==> src/rtl/seg_scan_display_if.sv <==
// Load-side bundle for seg_scan_display.
// Master drives the value and strobe; slave reports busy.
interface seg_scan_display_if #(
  parameter int DATA_W = 16
) ();
  logic [DATA_W-1:0] din;
  logic              din_vld;
  logic              hex_mode;
  logic              busy;

  modport master (
    output din,
    output din_vld,
    output hex_mode,
    input  busy
  );

  modport slave (
    input  din,
    input  din_vld,
    input  hex_mode,
    output busy
  );
endinterface

==> src/rtl/seg_scan_display.sv <==
// Multiplexed 7-segment driver: hex or double-dabble BCD conversion,
// leading-zero blanking, overflow dashes, active-low scan outputs.
module seg_scan_display #(
  parameter int DIGITS   = 4,
  parameter int DATA_W   = 16,
  parameter int SCAN_CYC = 50_000
) (
  input  logic              clk,
  input  logic              rst_n,
  seg_scan_display_if.slave bus,
  input  logic              i_blank_lz,
  output logic [DIGITS-1:0] o_cs,
  output logic [7:0]        o_dx
);

  localparam int NW = 4 * DIGITS;
  localparam int CW = $clog2(DATA_W + 1);
  localparam int SW = (SCAN_CYC > 1) ? $clog2(SCAN_CYC) : 1;
  localparam int IW = (DIGITS > 1) ? $clog2(DIGITS) : 1;

  localparam logic [1:0] S_IDLE   = 2'd0;
  localparam logic [1:0] S_SHIFT  = 2'd1;
  localparam logic [1:0] S_COMMIT = 2'd2;

  logic [1:0]        r_state;
  logic [DATA_W-1:0] r_val;
  logic              r_hex;
  logic [NW-1:0]     r_bcd;
  logic              r_ovf_acc;
  logic [CW-1:0]     r_cnt;
  logic [NW-1:0]     r_dig;
  logic              r_ovf;
  logic [SW-1:0]     r_scan;
  logic [IW-1:0]     r_idx;

  logic [NW-1:0]     w_adj;
  logic [NW-1:0]     w_hex;
  logic [7:0]        w_code [DIGITS];
  logic              w_tick;
  logic [IW-1:0]     w_nidx;

  assign bus.busy = (r_state != S_IDLE);

  for (genvar g = 0; g < DIGITS; g++) begin : g_adj
    assign w_adj[4*g +: 4] = (r_bcd[4*g +: 4] >= 4'd5) ?
                             r_bcd[4*g +: 4] + 4'd3 :
                             r_bcd[4*g +: 4];
  end

  // Hex digits past the input width read as zero.
  for (genvar b = 0; b < NW; b++) begin : g_hex
    if (b < DATA_W) begin : g_in
      assign w_hex[b] = r_val[b];
    end else begin : g_pad
      assign w_hex[b] = 1'b0;
    end
  end

  always_ff @(posedge clk or negedge rst_n) begin
    if (!rst_n) begin
      r_state   <= S_IDLE;
      r_val     <= '0;
      r_hex     <= 1'b0;
      r_bcd     <= '0;
      r_ovf_acc <= 1'b0;
      r_cnt     <= '0;
      r_dig     <= '0;
      r_ovf     <= 1'b0;
    end else begin
      unique case (r_state)
        S_IDLE: begin
          if (bus.din_vld) begin
            r_val <= bus.din;
            r_hex <= bus.hex_mode;
            if (bus.hex_mode) begin
              r_state <= S_COMMIT;
            end else begin
              r_bcd     <= '0;
              r_ovf_acc <= 1'b0;
              r_cnt     <= CW'(DATA_W);
              r_state   <= S_SHIFT;
            end
          end
        end
        S_SHIFT: begin
          r_bcd <= {w_adj[NW-2:0], r_val[DATA_W-1]};
          r_val <= {r_val[DATA_W-2:0], 1'b0};
          if (w_adj[NW-1]) r_ovf_acc <= 1'b1;
          r_cnt <= r_cnt - CW'(1);
          if (r_cnt == CW'(1)) r_state <= S_COMMIT;
        end
        S_COMMIT: begin
          r_dig   <= r_hex ? w_hex : r_bcd;
          r_ovf   <= r_hex ? 1'b0 : r_ovf_acc;
          r_state <= S_IDLE;
        end
        default: r_state <= S_IDLE;
      endcase
    end
  end

  function automatic logic [7:0] f_glyph(input logic [3:0] d);
    case (d)
      4'h0: f_glyph = 8'hC0;
      4'h1: f_glyph = 8'hF9;
      4'h2: f_glyph = 8'hA4;
      4'h3: f_glyph = 8'hB0;
      4'h4: f_glyph = 8'h99;
      4'h5: f_glyph = 8'h92;
      4'h6: f_glyph = 8'h82;
      4'h7: f_glyph = 8'hF8;
      4'h8: f_glyph = 8'h80;
      4'h9: f_glyph = 8'h90;
      4'hA: f_glyph = 8'h88;
      4'hB: f_glyph = 8'h83;
      4'hC: f_glyph = 8'hC6;
      4'hD: f_glyph = 8'hA1;
      4'hE: f_glyph = 8'h86;
      default: f_glyph = 8'h8E;
    endcase
  endfunction

  // Walk from the top digit down, tracking "this and all above are zero".
  always_comb begin : c_code
    logic v_z;
    v_z = 1'b1;
    for (int i = DIGITS - 1; i >= 0; i--) begin
      v_z = v_z & (r_dig[4*i +: 4] == 4'd0);
      if (r_ovf)
        w_code[i] = 8'hBF;
      else if (i_blank_lz && (i != 0) && v_z)
        w_code[i] = 8'hFF;
      else
        w_code[i] = f_glyph(r_dig[4*i +: 4]);
    end
  end

  assign w_tick = (r_scan == SW'(SCAN_CYC - 1));
  assign w_nidx = (r_idx == IW'(DIGITS - 1)) ? '0 : r_idx + IW'(1);

  always_ff @(posedge clk or negedge rst_n) begin
    if (!rst_n) begin
      r_scan <= '0;
      r_idx  <= IW'(DIGITS - 1);
      o_cs   <= '1;
      o_dx   <= 8'hFF;
    end else begin
      r_scan <= w_tick ? '0 : r_scan + SW'(1);
      if (w_tick) begin
        r_idx <= w_nidx;
        o_cs  <= ~(DIGITS'(1) << w_nidx);
        o_dx  <= w_code[w_nidx];
      end
    end
  end

endmodule

==> src/flat_wrapper.sv <==
// flat-port wrapper written by rule: the top's interface ports become plain ports
module seg_scan_display_flat 
#(
  parameter int DIGITS   = 4,
  parameter int DATA_W   = 16,
  parameter int SCAN_CYC = 50_000
)
  (clk, rst_n, i_blank_lz, o_cs, o_dx, bus_din, bus_din_vld, bus_hex_mode, bus_busy);
  seg_scan_display_if #(.DATA_W(DATA_W)) bus_i ();
  input  logic clk;
  input  logic rst_n;
  input  logic i_blank_lz;
  output logic [DIGITS-1:0] o_cs;
  output logic [7:0] o_dx;
  input wire logic [$bits(bus_i.din)-1:0] bus_din;
  input wire logic [$bits(bus_i.din_vld)-1:0] bus_din_vld;
  input wire logic [$bits(bus_i.hex_mode)-1:0] bus_hex_mode;
  output wire logic [$bits(bus_i.busy)-1:0] bus_busy;
  assign bus_i.din = bus_din;
  assign bus_i.din_vld = bus_din_vld;
  assign bus_i.hex_mode = bus_hex_mode;
  assign bus_busy = bus_i.busy;
  seg_scan_display #(.DIGITS(DIGITS), .DATA_W(DATA_W), .SCAN_CYC(SCAN_CYC)) u_core (.clk(clk), .rst_n(rst_n), .bus(bus_i), .i_blank_lz(i_blank_lz), .o_cs(o_cs), .o_dx(o_dx));
endmodule
==> config.mk <==
export PLATFORM = sky130hd
export DESIGN_NAME = seg_scan_display_flat
export DESIGN_NICKNAME = d
export VERILOG_FILES = /design/src/rtl/seg_scan_display_if.sv /design/src/rtl/seg_scan_display.sv /design/src/flat_wrapper.sv
export SDC_FILE = /design/constraint.sdc
export NUM_CORES = 1
export LEC_CHECK = 0
export ABC_CLOCK_PERIOD_IN_PS = 2300
export CAP_MARGIN = 20
export CORE_MARGIN = 5
export CORE_UTILIZATION = 56
export CTS_CLUSTER_DIAMETER = 200
export CTS_CLUSTER_SIZE = 25
export DETAILED_ROUTE_END_ITERATION = 10
export PLACE_DENSITY = 0.84
export SKIP_CTS_REPAIR_TIMING = 1
export SLEW_MARGIN = 10
export SYNTH_ARGS = -nofsm -noshare
export SYNTH_HDL_FRONTEND = slang
export SYNTH_SLANG_ARGS = --single-unit
==> constraint.sdc <==
create_clock -name clk -period 2.3 [get_ports clk]
set_clock_uncertainty 0.1 [all_clocks]
set_input_delay 0.46 -clock clk [delete_from_list [all_inputs] [get_ports clk]]
set_output_delay 0.46 -clock clk [all_outputs]
set_load 0.005 [all_outputs]
**Supply network**

Pins as bars on the die edge. Tap cells in grey.
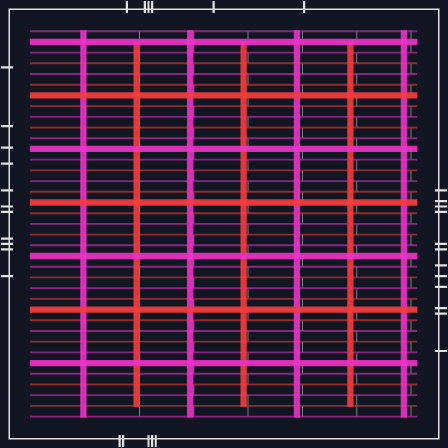
Key: VSS = magenta; VDD = red
The core has 36 rows. 133 tap cells.
die width: 109 µm
Max VDD drop: 681 µV
core area: 9640 µm²

**Sequential cells coloured by netlist name**

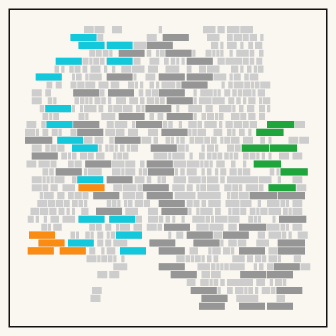
Key: `u_core.o_dx` = green [sequential cells 7, where middle right]; `u_core.r_cnt` = orange [sequential cells 5, where lower left]; `u_core.r_val` = cyan [sequential cells 16]
P_seq: 2.57 mW
Finished Core Util: 63.8%
fraction of area in registers: 35.7%

**Routed clock nets over the placement**

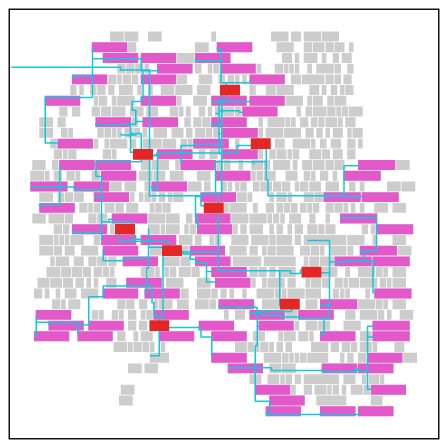
Key: clock wires = cyan [length 1,050 µm]; flip-flops = magenta [count 87]; clock drivers = red [count 9]
There are 10 routed clock nets. Position of the flops: spread over the die.
Clock Latency Late Sink: 0.35 ns
P_clk: 1.12 mW
Clk pwr share: 16.9%

**Cells coloured by class**

The bar under the picture is 20 µm long.
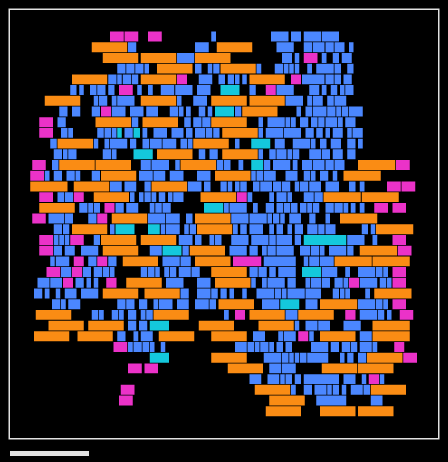
Key: remaining buffers and delay cells = magenta [cells 52]; combinational and other logic = blue [cells 477]; clock drivers and dummy loads = cyan [cells 16]; sequential cells = orange [cells 87]

**Routing congestion map**

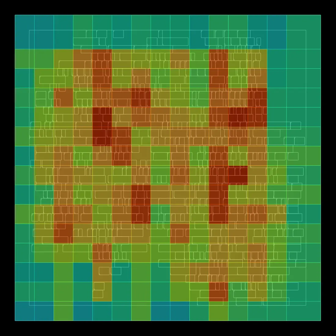
M2 GR Usage: 34.4%
grt met1 use: 27.3%
global routing's busiest layer: met2

==> CHANGELOG.md <==
### Metrics

* Static Leak at about 2.6 nW
* Final RePlAce weighted congestion at ~0.86
* Syn nets at 659
* Unrepaired setup endpoints after global routing: false
* Clock-pin slew on the worst setup and hold paths at around 0.080 ns
* I/O Pins at 34
* Startpoint class of the critical path: flip-flop
* YS chip area at roughly 5500 µm²
* DR WL/cell at around 15 µm
* DR DRC count at 0
* P per Cell Area at ~1100 nW/µm²
* R2R depth at 5
* Critical-path maximum fanout at 9
* CTS sink count at 87
* Cell count in the Yosys report at between 500 and 600
* Top cells by count: nand2_1, dfrtp_1, o21ai_0
* Synth Cell Area at between 5000 and 6000 µm²
* Final nets at around 690
* CTS tree: yes
* CTS Buf Count at 9
* Hold Path Origin: u_core.o_cs[1]$_DFFE_PN1N_
* Drt total wl at ~11,000 µm
* Status: finished, final reports clean
* Vias post-DR at roughly 4,400
* Synthesized area per cell at between 9 and 10 µm²
* Hold crit path type: reg -> reg
* First-pass iteration count of the detailed router at 5
* Post-Synthesis Cells at around 600
* Number of enable flip-flop cells at 0
* Flop2flop setup slack at 0.15 ns
* Synth flops at roughly 87
* Via-per-instance ratio at approximately 5.7
* Rel. slew slack at a little over half
* Most frequent cell after synthesis: nand2_1
* Crit Path Class: reg -> reg
* Top area contributor share at 33.9%
* XOR/XNOR Area Share at 3.69%
* DP Area at about 5900 µm²
* Synth-to-layout area growth at 12.6%
* Seq/Total Area, Yosys at 40.2%
* Tightest Pin Transition at 0.716 ns
* Die area at between 10,000 and 15,000 µm²
* GRT Overall Usage at 20.7%
* First-pass GRT wire length at approximately 20,000 µm
* Dpl hpwl at between 8000 and 9000 µm
* Worst EP required at roughly 2.5 ns
* Hold Vio Cnt, Final at 0
* Site row count at 36
* YS warnings at 0
* Final std cell area, no fill at 6150 µm²
* Crit path DAT at around 2.3 ns
* IO buf count at 32
* Biggest area cells: dfrtp_1, ha_1, dfstp_2
* Main flop type: dfrtp_1
* Pins Over Slew Limit at 0
* Top logic family: AND-OR/OR-AND gates
* Hold depth at 2
* Largest net degree at the start of global routing at 39
* Antenna violations before repair at 0
* Final setup vio count at 0
* AND/OR/NAND/NOR Cells, Area Fraction at 18.0%
* CTS H-tree depth at 3
* Hold EP: u_core.o_cs[1]$_DFFE_PN1N_
* Final ANT Viol Nets at 0
* Maximum clock rate at 464 MHz
* Vias in the first global route at approximately 4,300
* GRT overflow at 0
* Synth async-reset ratio at 100%
* 1st-iter DRT viols at between 200 and 300
* N_diodes at 0
* TNS Setup at 0 ns
* Root Driver: clkbuf_8
* OpenROAD warning count at between 50 and 60
* Ao+oa area frac at between 10% and 20%
* Cell Type Count at about 66
* Final min period at 2.15 ns
* Reg2reg end: u_core.o_dx[0]$_DFFE_PN1N_
* Mux cell area share at approximately 4.7%
* Tcrit/Tclk final at 93.6%
* Maxcap violations at 0
* Bufs on Longest Clock Path at 2
* Initial Util at 56.6%
* Yosys top cell by area: dfrtp_1
* CP Capture Type: flip-flop
* Adder-Cell Fraction of Synth Area at under 10%
* Reg2reg start: u_core.r_idx[0]$_DFFE_PN1N_
* Share of cells above drive strength 1 at about a tenth
through the flow:
stage | util [%] | hold WS, ns | worst slack (ns) | instances | total power [mW]
3_3_place_gp | 61.4 | 0.308 | 0.164 | 747 | 5.31
6_report | 63.8 | 0.362 | 0.146 | 765 | 6.64
4_1_cts | 63.6 | -0.0876 | 0.102 | 763 | 6.62
2_1_floorplan | - | 0.0644 | 0.490 | 598 | 4.71
3_5_place_dp | 61.4 | 0.314 | 0.0439 | 747 | 5.49
5_1_grt | 63.8 | 0.388 | 0.0301 | 765 | 7.20
metal layers:
| metal | GRT usage [%] | part of all wire [%] | vias up |
|---|---|---|---|
| met1 | 27.3 | 45 | 2079 |
| met2 | 34.4 | 48 | 130 |
| met3 | 3.85 | 4.6 | 31 |
| met4 | 6.94 | 2.3 | 0 |
| li1 | - | - | 2158 |
| met5 | 0 | 0 | - |
cell families (layout without fill, tap and decap cells):
logic type	after synthesis	count (layout)
AND/OR/NAND/NOR	192	192
XOR/XNOR	23	23
flip-flops	87	87
other	1	1
adder cells (fa/ha/maj)	40	40
multiplexers	24	24
AND-OR/OR-AND	169	169
buffers and inverters	62	96
layout by cell type (no fill, tap or decap), types with 14 or more instances in the layout:
master and instances:
mux2i_1 19, ha_1 40, xor2_1 14, and2_1 15, o21ai_0 59, a21oi_1 24, buf_4 19, a31oi_1 24
dfrtp_1 73, nor2_1 37, nand2_1 75, clkdlybuf4s50_1 31, inv_1 28
worst max-delay path, cell delays in order, from the launching register on:
cell and delay [ns]:
dfstp_2 0.59, ha_1 0.18, or2_0 0.45, o211ai_1 0.21
a2111oi_1 0.45, nor3_1 0.10
state kept, by name, indices dropped and copies added, names as in the netlist:
register          count
u_core.r_val         16
u_core.r_ovf          1
u_core.o_cs           4
u_core.r_cnt          5
u_core.r_hex          1
u_core.o_dx           7
u_core.r_ovf_acc      1
u_core.r_idx          2
u_core.r_state        2
u_core.r_scan        16
u_core.r_dig         16
u_core.r_bcd         16
power by group:
group / leakage, nW / switching [mW] / internal (mW)
Clock: 0.107 / 0.554 / 0.567
Combinational: 1.44 / 1.63 / 1.31
Sequential: 1.10 / 0.625 / 1.95
Total: 2.64 / 2.81 / 3.83
cell type report:
class,count,area [µm²]
Fill cell,820,3490
Multi-Input combinational cell,449,2990
Sequential cell,87,2190
Timing Repair Buffer,52,483
Tap cell,133,166
Clock buffer,12,155
Inverter,28,105
Clock inverter,4,52.6
worst max-delay path by stage:
| stage | start | to | slack, ns | cells after the start |
|---|---|---|---|---|
| 2_1_floorplan | u_core.r_idx[0]$_DFFE_PN1N_ | u_core.o_dx[0]$_DFFE_PN1N_ | 0.49 | 6 |
| 3_3_place_gp | bus_din_vld | u_core.r_val[12]$_DFFE_PN0P_ | 0.16 | 4 |
| 3_5_place_dp | bus_din_vld | u_core.r_val[15]$_DFFE_PN0P_ | 0.04 | 4 |
| 4_1_cts | u_core.r_state[1]$_DFFE_PN0P_ | bus_busy | 0.10 | 3 |
| 5_1_grt | u_core.r_idx[0]$_DFFE_PN1N_ | u_core.o_dx[0]$_DFFE_PN1N_ | 0.03 | 5 |
| 6_report | u_core.r_idx[0]$_DFFE_PN1N_ | u_core.o_dx[0]$_DFFE_PN1N_ | 0.15 | 5 |
Power is estimated from default activity; no workload was simulated.
